`config.mk`:
```
export PLATFORM = sky130hd
export DESIGN_NAME = ibuf_flow_ctrl
export DESIGN_NICKNAME = d
export VERILOG_FILES = /design/src/rtl/ace_ibuf_pkg.sv /design/src/rtl/ibuf_credit_ctr.sv /design/src/rtl/ibuf_flow_ctrl.sv
export SDC_FILE = /design/constraint.sdc
export NUM_CORES = 1
export LEC_CHECK = 0
export CAP_MARGIN = 20
export CORE_MARGIN = 4
export CORE_UTILIZATION = 51
export CTS_BUF_LIST = sky130_fd_sc_hd__clkbuf_4
export DETAILED_ROUTE_END_ITERATION = 8
export PLACE_DENSITY = 0.8
export SLEW_MARGIN = 20
export SYNTH_ARGS = -nofsm -noshare
export SYNTH_HDL_FRONTEND = slang
export SYNTH_SLANG_ARGS = --single-unit
export TNS_END_PERCENT = 30
```
`constraint.sdc`:
```
create_clock -name clock -period 4.5 [get_ports clock]
set_clock_uncertainty 0.2 [all_clocks]
set_input_delay 0.9 -clock clock [delete_from_list [all_inputs] [get_ports clock]]
set_output_delay 0.9 -clock clock [all_outputs]
set_load 0.02 [all_outputs]
```
`src/rtl/ace_ibuf_pkg.sv`:
```
// rtl/ace_ibuf_pkg.sv - shared constants, state encoding and pop helper for the instruction buffer controller
package ace_ibuf_pkg;

  localparam int IBUF_DEPTH   = 32;
  localparam int IBUF_IN_W    = 8;
  localparam int IBUF_OUT_W   = 4;
  localparam int IBUF_MAX_OUT = 2;

  localparam int OCC_W    = 6;
  localparam int WR_CNT_W = 4;
  localparam int RD_CNT_W = 3;
  localparam int OUTST_W  = 2;
  localparam int FREE_W   = 7;

  typedef enum logic [1:0] {
    RUN    = 2'd0,
    DRAIN  = 2'd1,
    REFILL = 2'd2
  } ibuf_state_e;

  // Pop count is the smallest of what is buffered, what decode takes, and the port width.
  function automatic logic [RD_CNT_W-1:0] pop_min(input logic [OCC_W-1:0]    occ,
                                                  input logic [RD_CNT_W-1:0] rdy);
    logic [OCC_W-1:0] m;
    m = OCC_W'(IBUF_OUT_W);
    if (OCC_W'(rdy) < m) m = OCC_W'(rdy);
    if (occ < m) m = occ;
    return RD_CNT_W'(m);
  endfunction

endpackage

```
`src/rtl/ibuf_credit_ctr.sv`:
```
// rtl/ibuf_credit_ctr.sv - outstanding fetch counter and free-credit request throttle
module ibuf_credit_ctr
  import ace_ibuf_pkg::*;
(
  input  logic               clock,
  input  logic               reset_n,
  input  logic               req_allow_i,
  input  logic [OCC_W-1:0]   occ_i,
  input  logic               fetch_ack_i,
  input  logic               fetch_rtn_i,
  output logic               fetch_req_o,
  output logic               rtn_valid_o,
  output logic               rtn_err_o,
  output logic [OUTST_W-1:0] outst_nxt_o
);

  logic [OUTST_W-1:0]       outst_q, outst_d;
  logic signed [FREE_W-1:0] free;

  // Every outstanding bundle reserves a full IN_W slots, whatever it finally returns.
  assign free = $signed(FREE_W'(IBUF_DEPTH) - FREE_W'(occ_i)
                        - FREE_W'(outst_q) * FREE_W'(IBUF_IN_W));

  assign fetch_req_o = req_allow_i
                    && (outst_q < OUTST_W'(IBUF_MAX_OUT))
                    && (free >= $signed(FREE_W'(IBUF_IN_W)));

  assign rtn_valid_o = fetch_rtn_i && (outst_q != '0);
  assign rtn_err_o   = fetch_rtn_i && (outst_q == '0);

  assign outst_d     = outst_q + OUTST_W'(fetch_req_o && fetch_ack_i) - OUTST_W'(rtn_valid_o);
  assign outst_nxt_o = outst_d;

  always_ff @(posedge clock or negedge reset_n) begin
    if (!reset_n) begin
      outst_q <= '0;
    end else begin
      outst_q <= outst_d;
    end
  end

endmodule

```
`src/rtl/ibuf_flow_ctrl.sv`:
```
// rtl/ibuf_flow_ctrl.sv - occupancy, pop control and flush sequencing for the fetch->decode buffer
module ibuf_flow_ctrl
  import ace_ibuf_pkg::*;
(
  input  logic                clock,
  input  logic                reset_n,
  input  logic                flush_i,
  output logic                fetch_req_o,
  input  logic                fetch_ack_i,
  input  logic                fetch_rtn_i,
  input  logic [WR_CNT_W-1:0] fetch_rtn_cnt_i,
  output logic                buf_wr_en_o,
  output logic [WR_CNT_W-1:0] buf_wr_cnt_o,
  output logic                buf_flush_o,
  input  logic [RD_CNT_W-1:0] dec_rdy_i,
  output logic [RD_CNT_W-1:0] buf_rd_cnt_o,
  output logic [OCC_W-1:0]    occ_o,
  output logic                stall_o,
  output logic                err_o
);

  ibuf_state_e        state_q, state_d;
  logic [OCC_W-1:0]   occ_q, occ_d;
  logic               err_q, err_d;
  logic [OCC_W:0]     occ_sum;
  logic               req_allow;
  logic               rtn_valid;
  logic               rtn_err;
  logic [OUTST_W-1:0] outst_nxt;

  // Holding reset must keep request and flush quiet even though REFILL would otherwise request.
  assign req_allow = reset_n && !flush_i && (state_q != DRAIN);

  ibuf_credit_ctr u_credit (
    .clock       (clock),
    .reset_n     (reset_n),
    .req_allow_i (req_allow),
    .occ_i       (occ_q),
    .fetch_ack_i (fetch_ack_i),
    .fetch_rtn_i (fetch_rtn_i),
    .fetch_req_o (fetch_req_o),
    .rtn_valid_o (rtn_valid),
    .rtn_err_o   (rtn_err),
    .outst_nxt_o (outst_nxt)
  );

  assign buf_flush_o = flush_i && reset_n;
  assign occ_o       = occ_q;
  assign err_o       = err_q;
  assign stall_o     = (state_q != RUN) || (occ_q == '0);

  always_comb begin
    state_d      = state_q;
    err_d        = err_q || rtn_err;
    buf_wr_en_o  = rtn_valid && !flush_i && (state_q != DRAIN);
    buf_wr_cnt_o = buf_wr_en_o ? fetch_rtn_cnt_i : '0;
    buf_rd_cnt_o = ((state_q == RUN) && !flush_i) ? pop_min(occ_q, dec_rdy_i) : '0;

    // Pops use registered occupancy only, so this cycle's write is never bypassed to decode.
    occ_sum = (OCC_W+1)'(occ_q) + (OCC_W+1)'(buf_wr_cnt_o) - (OCC_W+1)'(buf_rd_cnt_o);
    if (occ_sum > (OCC_W+1)'(IBUF_DEPTH)) begin
      err_d = 1'b1;
      occ_d = OCC_W'(IBUF_DEPTH);
    end else begin
      occ_d = occ_sum[OCC_W-1:0];
    end

    case (state_q)
      RUN:     ;
      REFILL:  if (buf_wr_en_o && (buf_wr_cnt_o != '0)) state_d = RUN;
      DRAIN:   if (outst_nxt == '0) state_d = REFILL;
      default: state_d = REFILL;
    endcase

    if (flush_i) begin
      occ_d   = '0;
      state_d = (outst_nxt != '0) ? DRAIN : REFILL;
    end
  end

  always_ff @(posedge clock or negedge reset_n) begin
    if (!reset_n) begin
      state_q <= REFILL;
      occ_q   <= '0;
      err_q   <= 1'b0;
    end else begin
      state_q <= state_d;
      occ_q   <= occ_d;
      err_q   <= err_d;
    end
  end

endmodule

```
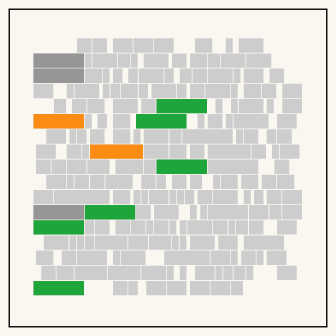
Fig. 1. Sequential cells colored by netlist name (run 1).
| color | name in the netlist | placed flops |
|---|---|---|
| green | occ_o | 6 |
| orange | state_q | 2 |
not colored: 3
Storage cell area: 277 um2
Power Sequential: 0.000173 W
share of the final layout cell area in sequential cells: 0.147

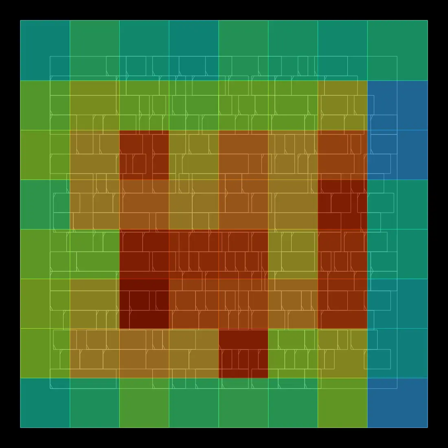
Fig. 2. Track usage over the die (run 1).
routed length per placed instance: 16.0 um
global routing usage on met2: 0.434
met3 usage in global routing: 0.0391
overall routing resource usage: 0.236

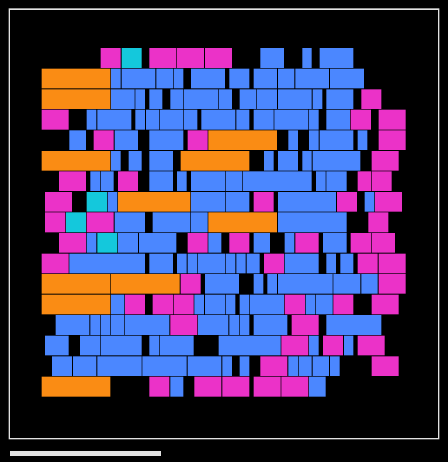
Fig. 3. Cells colored by class (run 1).
Bar = 20 um.
| color | class | cells |
|---|---|---|
| cyan | clock drivers and dummy loads | 4 |
| magenta | other buffers and delay cells | 53 |
| blue | all other logic | 131 |
| orange | flops | 11 |
core outline area: 2230 um2
final cell utilization of the core: 0.840
Layout Cell Area excl Fill: 1880 um2
num rows: 17

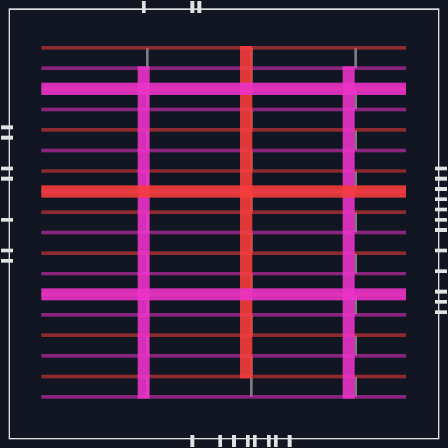
Fig. 4. Floorplan with the power grid (run 1).
Pins as bars on the die edge. Tap cells in gray.
| color | net |
|---|---|
| red | VDD |
| magenta | VSS |
met4 straps: 3
rows: 17
met1 rails: 18
tap cells: 28
chip width: 56.7 um
Peak VDD IR: 625 uV
die height: 56.7 um

==> results.txt, run 1 <==
Results of the implementation run.

Per the GRT log, the top usage layer is met2. The endpoint of the worst hold path is reported as err_o$_DFF_PN0_. The flop and latch count out of synthesis is 11.

The fraction of layout instances using a drive strength above 1 came out at 0.291. Detailed placement finished with a half-perimeter wire length of 2.60 mm. The floorplan utilization is 0.541. The detailed router used layers up to and including met4. Per STA, the endpoint of the critical path is buf_rd_cnt_o[0].

After synthesis, the design contains 142 cells according to Yosys. Summing internal, switching and leakage power gives 0.00154 W. Across all register-to-register paths, the minimum setup slack is 0.58 ns. Per the cell usage report, the commonest logic cells after layout are sky130_fd_sc_hd__clkdlybuf4s50_1, sky130_fd_sc_hd__buf_4, sky130_fd_sc_hd__inv_1, sky130_fd_sc_hd__ha_1, sky130_fd_sc_hd__dfrtp_1. Clock tree synthesis selected as its root buffer the cell sky130_fd_sc_hd__clkbuf_4.

The quantity of I/O buffers inserted on ports came out at 29. The global-route congestion overflow total came out at 0. The post-route minimum period is roughly 4.4 ns. The worst-case headroom to the max-slew limit is 0.780.

The area of the die is 3210 um2. During I/O placement, the number of pins put on the boundary was 30. TritonCTS built the clock tree. The most frequent logic cell in the layout is sky130_fd_sc_hd__clkdlybuf4s50_1. The worst setup path startpoint is dec_rdy_i[0]. Of the synthesized area, sequential elements account for 0.229.

The post-synth net total is 178. In the synthesized netlist the async set-or-reset flop fraction comes to 1.00. STA classifies the critical path startpoint as a primary input. The slowest stage cell on the critical path is sky130_fd_sc_hd__clkdlybuf4s50_1.

The maximum root-to-sink buffer count came out at 2. The clock transition at the register clock pins on the worst setup and hold paths after CTS came out at 0.07 ns. The clock latency reported for the late side of the worst-skew pair is around 0.27 ns. The area fraction of the dominant cell type after synthesis is 0.217. Entering global routing, the biggest net connects 8 pins. The synthesis report lists the Yosys warning total as 0.

The type recorded for the worst min-delay path is flip-flop to flip-flop. The number of search-and-repair iterations in the first detailed-routing pass came out at 4. For this design the static power due to leakage is 0.894 nW.

Looking at the gate-level netlist, the highest instance count belongs to sky130_fd_sc_hd__inv_1. By startpoint and endpoint, the worst setup path is classified as primary input to output port. The number of cells on the worst hold path is listed as 1.

The critical path goes through dlygate4sd2_1 -> or3b_1 -> a21o_1 -> a211o_4 -> or2_1 -> a21oi_2 -> buf_4 -> buf_4 -> buf_4 -> clkdlybuf4s50_1. For this design the ratio of total power to cell area is 821 nW/um2. In the Yosys stats the netlist draws on between 40 and 50 distinct library cells. The delay of the slowest cell on the worst path came out at 0.58 ns. The standard cell area after detailed placement came out at 1670 um2. The met1 routing resource usage after global routing is 0.263.

The remaining antenna violation count after routing is 0. The routed via count divided by cell count came out at 5.44. sky130_fd_sc_hd__ha_1 takes more of the synthesized area than any other cell. The first global-routing pass estimated 6.00 mm of wire. After synthesis, the cell types taking the most area are sky130_fd_sc_hd__ha_1, sky130_fd_sc_hd__dfrtp_1, sky130_fd_sc_hd__inv_1.

In the synthesis report, Yosys lists the chip area as 1210 um2. The number of cells on the worst reg-to-reg path is 15. The flow ran to the end, and the final reports show no timing, DRC or antenna violations.

The net count of the finished layout is 236. The count of mapped cells out of synthesis came out at 142. At the pin with the least slew margin, the transition time is 0.328 ns.

The length of routed met3 wiring came out at 168 um. The post-synth design cell area came out at between 1000 and 1500 um2. The worst setup path is captured at an output port. The weighted congestion at the end of routability-driven global placement came out at 0.882. The detailed-route via count came out at approximately 1200.

The largest fanout on the critical path is 4. The number of H-tree levels came out at 1. The average instance in the mapped netlist occupies 8.51 um2. The violation count after the first detailed-routing iteration came out at 28.

The sum of routed wire length over all layers is 3.62 mm. The initial antenna violation count came out at 0.
run 1: logic make-up after synthesis:
logic type	Yosys count	share of synthesized area
buf+inv	27	0.0838
fa+ha+maj	24	0.267
xor+xnor	8	0.0580
flops	11	0.229
compound gates	29	0.175
mux	1	0.00828
simple gates	42	0.179
run 1: registers in the layout (all words and copies together), names as in the netlist:
register	count
err_o	1
occ_o	6
state_q	2
u_credit.outst_q	2
run 1: through the flow:
| step | hold WS, ns | cells | setup slack [ns] | setup TNS, ns |
|---|---|---|---|---|
| after detailed placement | 0.272 | 214 | -0.588 | -3.83 |
| after CTS | 0.292 | 226 | 0.0723 | 0 |
| after global placement | 0.262 | 214 | -0.463 | -2.97 |
| after global routing | 0.345 | 227 | -0.000528 | -0.000528 |
| after floorplan | 0.275 | 142 | 0.0186 | 0 |
| final | 0.296 | 227 | 0.0556 | 0 |
run 1: where the power goes:
| group | internal [W] | switching [W] |
|---|---|---|
| registers | 0.000135 | 0.0000382 |
| logic | 0.000636 | 0.000658 |
| clock network | 0.0000403 | 0.0000337 |
| total | 0.000811 | 0.000730 |
run 1: worst max-delay path, delay by kind of cell:
family	cells	cell delay, ns
AOI/OAI and AO/OA	3	0.70
buffers and inverters	5	1.12
and+or+nand+nor	2	0.62
run 1: repair_timing:
item / in CTS / in global routing
setup buffers: 8 / 1
gates resized: 20 / 9
hold buffers: 0 / 0
cloned: 0 / 0
pin swaps: 14 / 8
setup endpoints to repair: 9 / 9
run 1: layout make-up:
type | instances | area (um2)
fill | 125 | 357
sequential | 11 | 277
inverter | 27 | 101
multi-input combinational | 104 | 971
timing repair buffer | 53 | 463
tap | 28 | 35.0
clock buffer | 4 | 30.0
==> inputs of run 2 (changes only) <==
Settings changed: CORE_UTILIZATION 51 to 46, PLACE_DENSITY 0.8 to 0.76.
Clock period 4.5 ns to 3.8 ns, I/O delays scaled along.
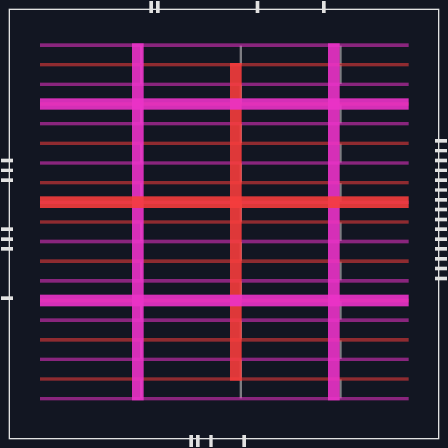
Fig. 5. Floorplan with the power grid (run 2).
Pins as bars on the die edge. Tap cells in gray.
| color | net |
|---|---|
| magenta | VSS |
| red | VDD |
met5 straps: 3
met4 straps: 3
chip width: 59.3 um
Peak VDD IR: 724 uV
die height: 59.3 um
core outline area: 2500 um2

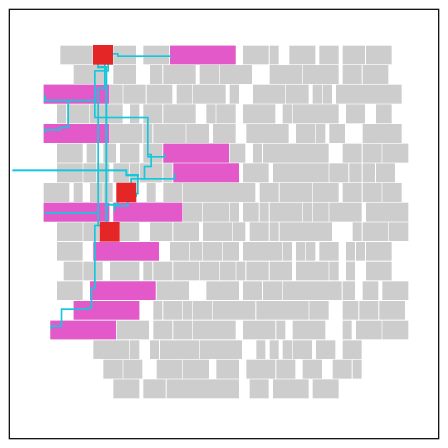
Fig. 6. Clock wires, drivers and flops (run 2).
[red] cells driving clock nets | count: 3
[magenta] flip-flops | count: 11
[cyan] clock wires | length: 178 um
routed clock nets: 4
reported clock group power: 0.0000925 W
clock network fraction of design power: 0.045
clock latency on the worst-skew pair: 0.28 ns

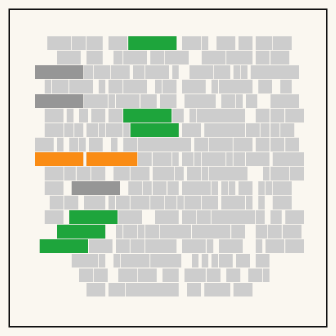
Fig. 7. Sequential cells colored by netlist name (run 2).
| color | name in the netlist | placed flops |
|---|---|---|
| green | occ_o | 6 |
| orange | state_q | 2 |
final cell utilization of the core: 0.820
share of the final layout cell area in sequential cells: 0.135

==> run 2 against run 1 <==
  * The flow now finishes with violations (setup timing)
  * Core utilization shrank 2.1 points
  * Clock-buffer cell count is the same
  * First-iteration DRC count grew 79%
  * Critical path type is now primary input to flip-flop
  * Routed wire length grew 19%
  * Critical endpoint is now occ_o[4]$_DFF_PN0_
  * Clock power grew 25%
  * Worst setup slack lost 0.41 ns
  * Final area grew 9.2%
  * Global-route usage grew 1.4 points
==> results.txt, run 2 <==
Results of the implementation run.

The flow ran to the end, but the final reports show violations. The checks that failed: setup timing. Signal nets in the final route climb as high as met4. The delay of the slowest cell on the worst path is 0.36 ns (-0.22 ns).

The mean post-synth cell area is 8.51 um2 (unchanged). The library cells used most frequently in the layout, excluding fill and tap cells, are sky130_fd_sc_hd__buf_4, sky130_fd_sc_hd__clkdlybuf4s50_1, sky130_fd_sc_hd__inv_1, sky130_fd_sc_hd__ha_1, sky130_fd_sc_hd__dfrtp_1. The number of setup buffers added after CTS is 7 (-1).

The proportion of cell area spent on the clock network came out at 0.0147 (-0.00135). The clock transition at the register clock pins on the worst setup and hold paths after CTS came to 0.07 ns (about the same). The total number of yosys warnings came out at 0 (unchanged). The flop-to-flop setup slack came out at -0.15 ns (-0.73 ns). The detail-routed net length per standard cell is 17.8 um (+12%).

The most critical setup path has its startpoint at dec_rdy_i[2]. The number of unique standard cell types used by synthesis is 41 (unchanged). The leakage power came to 0.988 nW (+10%).

The area occupied by registers is 277 um2 (unchanged). The share of cell area taken by multi-input logic gates is 0.509 (-0.00818). The standard cell area after detailed placement is 1820 um2 (+9.0%). The detailed-route via count came out at 1390 (+12%). The most common cell in the synthesized netlist is sky130_fd_sc_hd__inv_1.

The number of primary I/O pins came out at 30 (unchanged). The actual slew at the worst max-slew pin is 0.435 ns (+0.107 ns). The critical path's slowest stage uses the library cell sky130_fd_sc_hd__or3b_1. The post-synth design cell area is 1210 um2 (unchanged). The sort of element at the end of the critical path is a flip-flop. The floorplan row count is 18 (+1). In this run the worst setup path terminates at occ_o[4]$_DFF_PN0_. The fraction of layout instances using a drive strength above 1 came out at 0.393 (+0.102). The worst setup path is launched from a primary input. The sequential cell count is 11 (unchanged). The area taken by multi-input logic gates was 1040 um2 (+7.5%).

The count of inverters not on the clock network in the layout came out at 27 (unchanged). The setup violation total in the final timing report came out at 7. The routing usage on met2 is 0.468 (+0.0340). The sum of net half-perimeters after detailed placement came out at 2.84 mm (+9.1%). The final-layout setup total negative slack is -2.14 ns (-2.14 ns). The remaining antenna violation count after routing came out at 0 (unchanged). The number of search-and-repair iterations in the first detailed-routing pass came out at 4 (unchanged). The power density normalized to cell area came out at 1010 nW/um2 (+23%).

The global-route congestion overflow total came out at 0 (unchanged). The sequential-to-total area share from yosys stat is 0.229 (unchanged). The final-stage net count was 248 (+5.1%). The area fraction of the dominant cell type after synthesis is 0.217 (unchanged). The final hold slack came to 0.288 ns (-0.00755 ns). The maximum root-to-sink buffer count came to 2 (unchanged). The total number of multi-input combinational cells came out at 104 (unchanged). The sum of routed wire length over all layers is 4.29 mm (+19%). The final standard cell count with taps included and fillers excluded came out at 241 (+6.2%). The final worst-path setup slack is -0.357 ns (-0.412 ns). The combined global-route utilization of all metal layers is 0.250 (+0.0138).

The length of routed met3 wiring is 291 um (+73%). After synthesis, the cell types taking the most area are sky130_fd_sc_hd__ha_1, sky130_fd_sc_hd__dfrtp_1, sky130_fd_sc_hd__inv_1. The number of H-tree levels came to 1 (unchanged). The pre-CTS worst setup slack is -1.06 ns (-0.469 ns).

The total stage count of the critical path is 16 (+6). The number of buffers inserted for hold repair after clock tree synthesis was 0 (unchanged). The count of filler cells inserted in the layout came out at 158 (+26%).

The total cell area reported by yosys after synthesis is 1210 um2 (unchanged). The routed via count divided by cell count is 5.77 (+5.9%). The pin count of the biggest net entering global routing is 12 (+4). The number of well taps is 30 (+7.1%). The signal on the critical path passes through buf_8 -> or3b_1 -> a21o_1 -> a211o_4 -> or2_4 -> a21oi_4 -> ha_1 -> inv_1 -> ha_2 -> inv_2 -> fa_2 -> nand2b_4 -> a21o_1 -> a311oi_2 -> nand2b_4 -> nor3_2. The number of cells in Yosys stat is 142 (unchanged).

The internal cell power is 0.00105 W (+30%). The power of the sequential group came out at 0.000193 W (+12%). The total power came to 0.00207 W (+34%). The fraction of power spent switching nets is 0.491 (+0.0168). The fraction of registers with async set or reset after synthesis is 1.00 (unchanged).

The met3 routing resource usage after global routing was 0.0370 (-0.00204). The post-synthesis cell type with the largest combined area is sky130_fd_sc_hd__ha_1. The buffer count excluding the clock tree in the final layout came to 65 (+23%).

The post-route minimum period is 4.16 ns. The switching power came to 0.00101 W (+39%). The non-clock buffer share of cell area came to 0.272 (+0.0256). The combinational power came out at 0.00178 W (+38%). The post-route standard cell area excluding fillers came to 2050 um2 (+9.2%). The number of placed instances, taps included is 228 (+6.5%).

The number of flip-flops in the largest register is 6 (unchanged). The weighted congestion at the end of routability-driven global placement came out at 0.865 (-1.8%). The portion of total power attributed to sequential cells came to 0.093 (-0.019).

The largest fanout on the critical path came out at 5 (+1). The met1 routing resource usage after global routing came to 0.270 (+0.00645). Broken down by cell family, the worst path's largest delay share belongs to AND-OR/OR-AND gates. The post-synth net total came out at 178 (unchanged).

The flop and latch count out of synthesis came to 11 (unchanged). In the power breakdown, the biggest contributor is combinational logic. The cell chosen for the clock root is sky130_fd_sc_hd__clkbuf_4. The initial antenna violation count is 0 (unchanged).
## run 2: cell counts after synthesis
No cell type changed its count.
## run 2: worst register-to-register path, stage by stage, from the launching register on
cell and delay [ns]:
sky130_fd_sc_hd__dfrtp_1 0.40, sky130_fd_sc_hd__or3b_1 0.35, sky130_fd_sc_hd__a21o_1 0.19, sky130_fd_sc_hd__a211o_4 0.36
sky130_fd_sc_hd__or2_4 0.28, sky130_fd_sc_hd__a21oi_4 0.15, sky130_fd_sc_hd__ha_1 0.24, sky130_fd_sc_hd__inv_1 0.06
sky130_fd_sc_hd__ha_2 0.18, sky130_fd_sc_hd__inv_2 0.04, sky130_fd_sc_hd__fa_2 0.34, sky130_fd_sc_hd__nand2b_4 0.18
sky130_fd_sc_hd__a21o_1 0.18, sky130_fd_sc_hd__a311oi_2 0.35, sky130_fd_sc_hd__nand2b_4 0.27, sky130_fd_sc_hd__nor3_2 0.08
## run 2: worst min-delay path by stage
stage | end | depth (start not counted)
global placement | err_o$_DFF_PN0_ | 1
CTS | err_o$_DFF_PN0_ | 1
global route | err_o$_DFF_PN0_ | 1
floorplan | err_o$_DFF_PN0_ | 0
detailed placement | err_o$_DFF_PN0_ | 1
finish | err_o$_DFF_PN0_ | 1
## run 2: logic make-up (layout without fill, tap and decap cells)
kind of cell | after synthesis | count (layout) | synth area share
AND-OR/OR-AND | 29 | 29 | 0.175
XOR/XNOR | 8 | 8 | 0.0580
adder cells (fa/ha/maj) | 24 | 24 | 0.267
buffers and inverters | 27 | 96 | 0.0838
flip-flops | 11 | 11 | 0.229
multiplexers | 1 | 1 | 0.00828
AND/OR/NAND/NOR | 42 | 42 | 0.179
No activity file was given, so power comes from the tool's default toggle rates.
